==> config.mk <==
export PLATFORM = sky130hd
export DESIGN_NAME = multi_clock_divider
export DESIGN_NICKNAME = d
export VERILOG_FILES = /design/src/rtl/multi_clock_divider.sv
export SDC_FILE = /design/constraint.sdc
export NUM_CORES = 1
export LEC_CHECK = 0
export ABC_CLOCK_PERIOD_IN_PS = 5100
export CAP_MARGIN = 10
export CORE_MARGIN = 8
export CORE_UTILIZATION = 45
export CTS_CLUSTER_SIZE = 24
export DETAILED_ROUTE_END_ITERATION = 16
export HOLD_SLACK_MARGIN = 0.06
export PLACE_DENSITY_LB_ADDON = 0.15
export SLEW_MARGIN = 40
export SYNTH_ARGS = -nofsm -noshare
export SYNTH_HDL_FRONTEND = slang
export SYNTH_SLANG_ARGS = --single-unit
==> constraint.sdc <==
create_clock -name clk_i -period 5.1 [get_ports clk_i]
set_input_delay 1.02 -clock clk_i [delete_from_list [all_inputs] [get_ports clk_i]]
set_output_delay 1.02 -clock clk_i [all_outputs]
set_load 0.005 [all_outputs]
Port wiring:
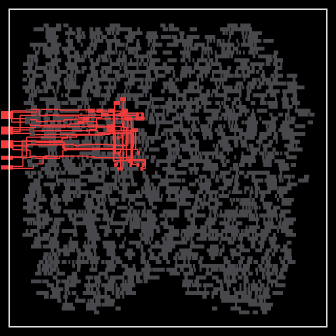
legend:
  red:
    port: cfg_high
    bits: 16
    direction: input
    edge: west
    end_cells: 31
    buffers: 16
    wire: 1800 um
PortBufs: 51
Top Ports: 52

Gate-type map:
The bar under the picture is 50 um long.
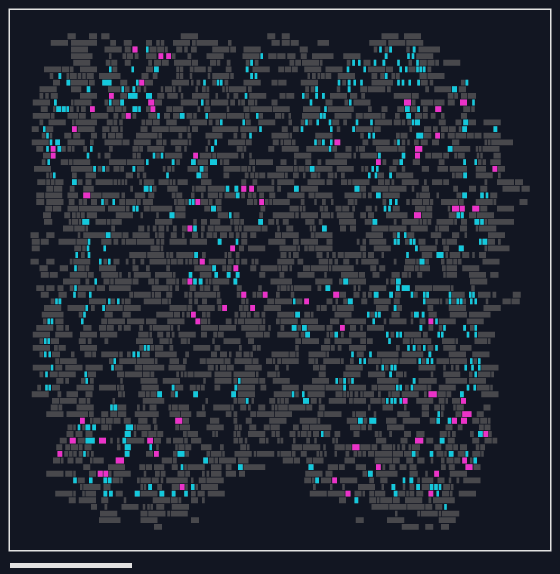
legend:
  magenta:
    family: AND and OR gates
    cells: 73
    where: spread over the die
  cyan:
    family: NAND gates
    cells: 388
    where: spread over the die
Commonest Layout Cell: dfxtp_1
logic share of the area: 50.8%

Placement density heat map:
22 x 22 tiles, from black (low) to pale yellow (high), 0 to 100% covered.
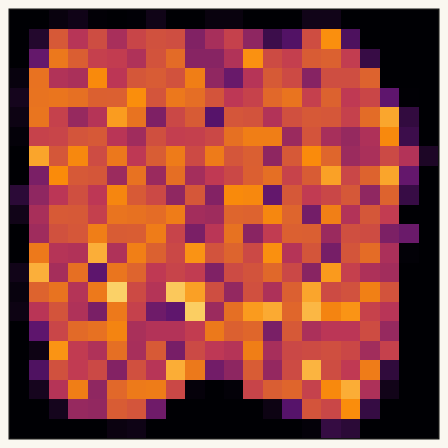
nearly empty tiles: 19%
mean over tiles: 42%
fullest tile: 90%
tiles over 75% full: 5.6%
densest ninth of the die: center
fp util: 45.4%
Final Util: 50.8%
core area: 41900 um2

Metal 3:
The bar under the picture is 50 um long.
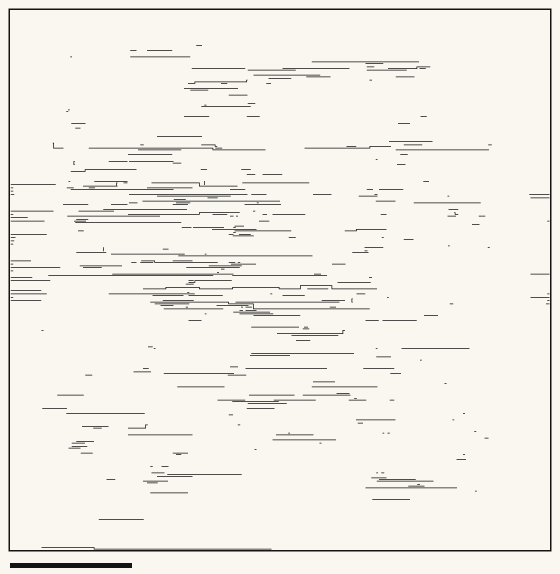
longest straight run: 72.7 um
wire length on this layer: 3540 um
main direction: horizontal
nets with wire on the layer: 191
WL final: 61.9 mm
met3 Track Usage GR: 3.08%

==> qor.yml <==
pwr:
  power_w: 0.00694
  vdd_ir_drop_max_v: 0.000245
  power-per-cell-area_nw_per_um2: 326
  switchingPower_w: 0.00189
cts:
  post_cts_buffers: 0
  hold_buffers: 0
  cts_made_buffers: 41
  ctsRootBufferMaster: "clkbuf_16"
global_route:
  grt_pass1_wl_mm: 96.3
  grt_max_degree: 158
  overflow: 0
timing:
  setup_tns_ns: 0
  finalCritPeriodShare_pct: 85.5
  post-route-min-period_ns: 4.36
layout:
  logic_area_um2: 10800
  nNonClkInverters: 115
status:
  status: "finished clean"
synth:
  async_flop_share_pct: 0
  ys_types: 73
  xor_share_pct: 5.90
  yosys_warnings: 0
routing:
  drtIter0Drc: 1760
  dr.pass1.iters: 6
  drc_errors: 0
setup_path:
  cp_max_fo: 16
metrics by stage:
stage / std cells / hold WS [ns] / util, %
after floorplan: 2378 / 0.431 / -
after global placement: 2813 / 0.439 / 47.4
after detailed placement: 2813 / 0.446 / 47.4
after CTS: 2886 / 0.455 / 50.8
after global routing: 2886 / 0.466 / 50.8
final: 2886 / 0.453 / 50.8
power groups by stage:
stage	Combinational, W	Clock (W)	Sequential, W
2_1_floorplan	0.000651	0	0.00294
3_3_place_gp	0.000894	0	0.00298
3_5_place_dp	0.000911	0	0.00298
4_1_cts	0.000916	0.00314	0.00292
5_1_grt	0.00101	0.00326	0.00293
6_report	0.000926	0.00309	0.00292
No activity file was given, so power comes from the tool's default toggle rates.
